[src/rtl/countdown_timer_pkg.sv]
// Shared definitions for the countdown timer: FSM state encoding and default counter width.
package countdown_timer_pkg;

  localparam int unsigned CD_WIDTH_DEFAULT = 4;

  typedef enum logic [1:0] {
    CD_IDLE = 2'd0,
    CD_RUN  = 2'd1,
    CD_DONE = 2'd2
  } cd_state_e;

endpackage

[src/rtl/countdown_timer_if.sv]
// Load / control / expire signal bundle for countdown_timer.
// The master drives loads and consumes expiry; the slave is the timer.
interface countdown_timer_if
  import countdown_timer_pkg::*;
#(
  parameter int unsigned WIDTH = CD_WIDTH_DEFAULT
) ();

  logic             load_valid;
  logic             load_ready;
  logic [WIDTH-1:0] load_value;
  logic             pause;
  logic             cancel;
  logic [WIDTH-1:0] count_out;
  logic             busy;
  logic             expire_valid;
  logic             expire_ready;

  modport master (
    output load_valid, load_value, pause, cancel, expire_ready,
    input  load_ready, count_out, busy, expire_valid
  );

  modport slave (
    input  load_valid, load_value, pause, cancel, expire_ready,
    output load_ready, count_out, busy, expire_valid
  );

endinterface

[src/rtl/countdown_timer.sv]
// Loadable down-counter with valid/ready load and expire ports (watchdog / N-cycle delay).
// Define COUNTDOWN_AUTORELOAD_EN to restart from the last loaded value after each expiry.
module countdown_timer
  import countdown_timer_pkg::*;
#(
  parameter int unsigned WIDTH = CD_WIDTH_DEFAULT
) (
  input  logic               clk,
  input  logic               reset,
  countdown_timer_if.slave   tmr
);

  cd_state_e        state_q, state_d;
  logic [WIDTH-1:0] count_q, count_d;
`ifdef COUNTDOWN_AUTORELOAD_EN
  logic [WIDTH-1:0] reload_q, reload_d;
`endif

  always_ff @(posedge clk or negedge reset) begin
    if (!reset) begin
      state_q  <= CD_IDLE;
      count_q  <= '0;
`ifdef COUNTDOWN_AUTORELOAD_EN
      reload_q <= '0;
`endif
    end else begin
      state_q  <= state_d;
      count_q  <= count_d;
`ifdef COUNTDOWN_AUTORELOAD_EN
      reload_q <= reload_d;
`endif
    end
  end

  always_comb begin
    state_d  = state_q;
    count_d  = count_q;
`ifdef COUNTDOWN_AUTORELOAD_EN
    reload_d = reload_q;
`endif
    case (state_q)
      CD_IDLE: begin
        // cancel is ignored here, so a same-cycle load still goes through
        if (tmr.load_valid) begin
`ifdef COUNTDOWN_AUTORELOAD_EN
          reload_d = tmr.load_value;
`endif
          count_d = tmr.load_value;
          state_d = (tmr.load_value != '0) ? CD_RUN : CD_DONE;
        end
      end
      CD_RUN: begin
        if (tmr.cancel) begin
          count_d = '0;
          state_d = CD_IDLE;
        end else if (!tmr.pause) begin
          // <= 1 rather than == 1 so a corrupted zero can never wrap to all-ones
          if (count_q <= WIDTH'(1)) begin
            count_d = '0;
            state_d = CD_DONE;
          end else begin
            count_d = count_q - WIDTH'(1);
          end
        end
      end
      CD_DONE: begin
        count_d = '0;
        if (tmr.cancel) begin
          state_d = CD_IDLE;
        end else if (tmr.expire_ready) begin
`ifdef COUNTDOWN_AUTORELOAD_EN
          if (reload_q != '0) begin
            count_d = reload_q;
            state_d = CD_RUN;
          end else begin
            state_d = CD_IDLE;
          end
`else
          state_d = CD_IDLE;
`endif
        end
      end
      default: begin
        count_d = '0;
        state_d = CD_IDLE;
      end
    endcase
  end

  always_comb begin
    tmr.load_ready   = (state_q == CD_IDLE);
    tmr.busy         = (state_q == CD_RUN);
    tmr.expire_valid = (state_q == CD_DONE);
    tmr.count_out    = count_q;
  end

endmodule

[src/flat_wrapper.sv]
// flat-port wrapper written by rule: the top's interface ports become plain ports
module countdown_timer_flat import countdown_timer_pkg::*;
#(
  parameter int unsigned WIDTH = CD_WIDTH_DEFAULT
)
  (clk, reset, tmr_load_valid, tmr_load_value, tmr_pause, tmr_cancel, tmr_expire_ready, tmr_load_ready, tmr_count_out, tmr_busy, tmr_expire_valid);
  countdown_timer_if #(.WIDTH(WIDTH)) tmr_i ();
  input  logic clk;
  input  logic reset;
  input wire logic [$bits(tmr_i.load_valid)-1:0] tmr_load_valid;
  input wire logic [$bits(tmr_i.load_value)-1:0] tmr_load_value;
  input wire logic [$bits(tmr_i.pause)-1:0] tmr_pause;
  input wire logic [$bits(tmr_i.cancel)-1:0] tmr_cancel;
  input wire logic [$bits(tmr_i.expire_ready)-1:0] tmr_expire_ready;
  output wire logic [$bits(tmr_i.load_ready)-1:0] tmr_load_ready;
  output wire logic [$bits(tmr_i.count_out)-1:0] tmr_count_out;
  output wire logic [$bits(tmr_i.busy)-1:0] tmr_busy;
  output wire logic [$bits(tmr_i.expire_valid)-1:0] tmr_expire_valid;
  assign tmr_i.load_valid = tmr_load_valid;
  assign tmr_i.load_value = tmr_load_value;
  assign tmr_i.pause = tmr_pause;
  assign tmr_i.cancel = tmr_cancel;
  assign tmr_i.expire_ready = tmr_expire_ready;
  assign tmr_load_ready = tmr_i.load_ready;
  assign tmr_count_out = tmr_i.count_out;
  assign tmr_busy = tmr_i.busy;
  assign tmr_expire_valid = tmr_i.expire_valid;
  countdown_timer #(.WIDTH(WIDTH)) u_core (.clk(clk), .reset(reset), .tmr(tmr_i));
endmodule
[config.mk]
export PLATFORM = sky130hd
export DESIGN_NAME = countdown_timer_flat
export DESIGN_NICKNAME = d
export VERILOG_FILES = /design/src/rtl/countdown_timer_pkg.sv /design/src/rtl/countdown_timer_if.sv /design/src/rtl/countdown_timer.sv /design/src/flat_wrapper.sv
export SDC_FILE = /design/constraint.sdc
export NUM_CORES = 1
export LEC_CHECK = 0
export CAP_MARGIN = 20
export CORE_AREA = 4 4 41 43
export DETAILED_ROUTE_END_ITERATION = 6
export DIE_AREA = 0 0 45 47
export SKIP_LAST_GASP = 1
export SLEW_MARGIN = 15
export SYNTH_ARGS = -nofsm -noshare
export SYNTH_HDL_FRONTEND = slang
export SYNTH_SLANG_ARGS = --single-unit
[constraint.sdc]
create_clock -name clk -period 2.2 [get_ports clk]
set_clock_uncertainty 0.05 [all_clocks]
set_input_delay 0.55 -clock clk [delete_from_list [all_inputs] [get_ports clk]]
set_output_delay 0.55 -clock clk [all_outputs]
set_load 0.01 [all_outputs]
Fig. 1: clock wires, drivers and flops
Bar = 10 microns.
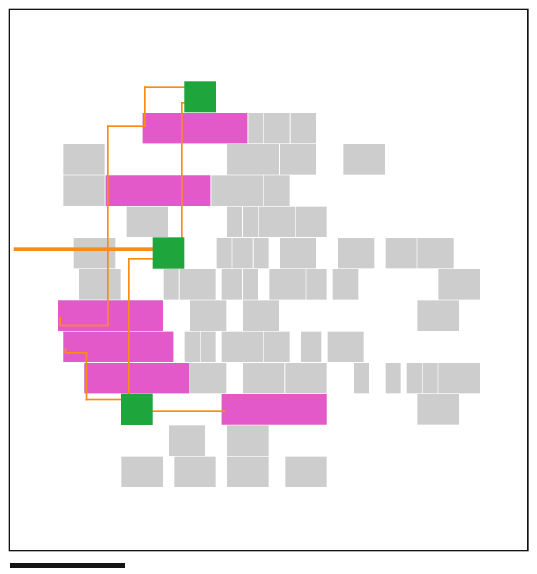
- orange: clock wires (length 93.5 microns)
- green: clock drivers (count 3)
- magenta: flip-flops (count 6)
- routed clock nets: 4

Fig. 2: ports around the boundary
Pins as bars across the die edge, other pins in gray.
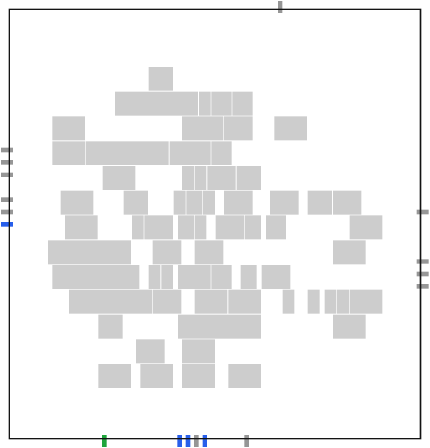
- green: reset (pins 1; direction input; edge bottom)
- blue: tmr_load_value (pins 4; direction input; edge 3 bottom, 1 left)
- all pins by edge: 6 left, 6 bottom, 4 right, 1 top

Fig. 3: signal wires by layer
Bar = 10 microns.
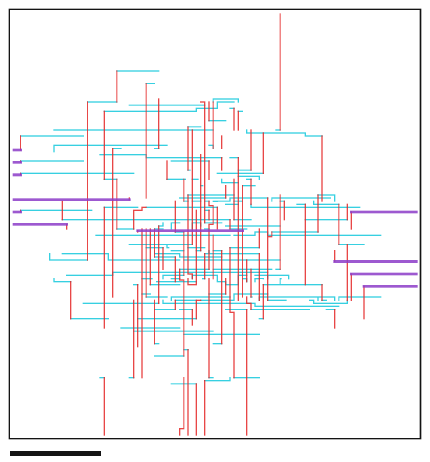
- red: metal 2 (wire length 515 microns)
- purple: metal 3 (wire length 61.6 microns)
- cyan: metal 1 (wire length 561 microns)

Fig. 4: track usage over the die
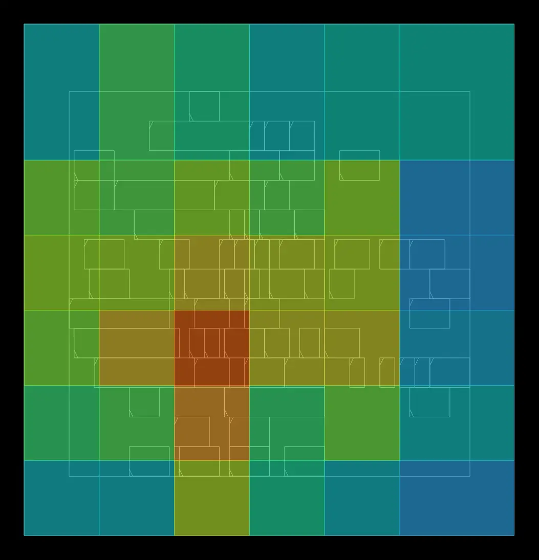
Global Route Usage Sum: 12.5%
grt met1 use: 17.8%
grt met3 use: 2.30%
per-cell routed wire length: 14.2 microns
Top Usage Layer GRT: met1

==> notes.md <==
Implementation numbers.

- The layout report lists the multi-input gate area as 250 sq um.
- The leakage power summed over all cells is 0.254 nW.
- The number of max-capacitance violations reported is 0.
- Routing resource usage on met2 recorded by global route was 17.5%.
- The net count entering floorplan is 58.
- Combinational logic burns 59.2% of the power.
- The die footprint is 0.00212 sq mm.
- The fraction of post-synthesis cell area in the top cell type by area is 36.1%.
- The wire length on met2 is 515 microns.
- Among all stages on the critical path, the maximum delay recorded is 0.58 ns.
- The standard-cell row count is 13.
- For this block, the via count after detailed routing is 432.
- STA classifies the critical path endpoint as an output port.
- The register share of the cell area is 24.5%.
- The number of diodes added for antenna fixing is 0.
- The cell internal power dissipation is 471 uW.
- The final cell count without fillers is 80.
- The number of top-level design ports is 17.
- Buffers added to address setup during post-CTS repair amount to 0.
- The worst-path cell with the longest stage delay is sky130_fd_sc_hd__clkdlybuf4s50_1.
- The filler cells instantiated in the layout total 130.
- Ranked by total cell area, the synthesized netlist is headed by sky130_fd_sc_hd__dfrtp_1, sky130_fd_sc_hd__nor2_1, sky130_fd_sc_hd__a22o_1, sky130_fd_sc_hd__ha_1, sky130_fd_sc_hd__a32o_1.
- Per report_power, the sequential group accounts for 28.6% of the total.
- The run finished with clean final reports.
- For this configuration, the core starts out at a cell density of 31.9%.
- The most common library cell in the layout ignoring fill and taps is sky130_fd_sc_hd__clkdlybuf4s50_1.
- The path type of the worst min-delay path is primary input to async pin.
- The power group with the largest share is combinational logic.
- For the final routed database, the setup TNS stands at 0 ns.
- The number of distinct library cells after synthesis is 25.
- The number of hold violations in the final report is 0.
- The wire length of the first global-routing pass is 1.83 mm.
- The worst VDD IR drop from the latest analysis is 0.629 mV.
- The power of the clock network is 99.7 uW.
- For this run, the register share of the synthesized area comes to 36.1%.
- In the routed design, unresolved DRC markers number 0.
- Setup repair after global routing left no endpoint under its margin.
- The number of non-clock buffers in the layout is 16.
- Hold repair after CTS inserted 0 buffers.
- The well-tap cell count is 15.
- In this design, the largest share of critical-path delay is due to buffers and inverters.
- The final net count is 79.
- The register with the most flip-flops in the layout has 4 of them.
- The detailed router finished its first iteration with 12 violations.
- The report lists the number of cells resized after CTS as 0.
- For reference, the post-synthesis area per instance comes to 9.03 sq um.
- The kind of start point of the critical path is a flip-flop.
- The worst setup path startpoint is u_core.state_q[1].
- At the worst endpoint, the required time is 1.60 ns.
- The logic depth of the worst register-to-register path is 6.
Power and IR drop assume default switching activity.
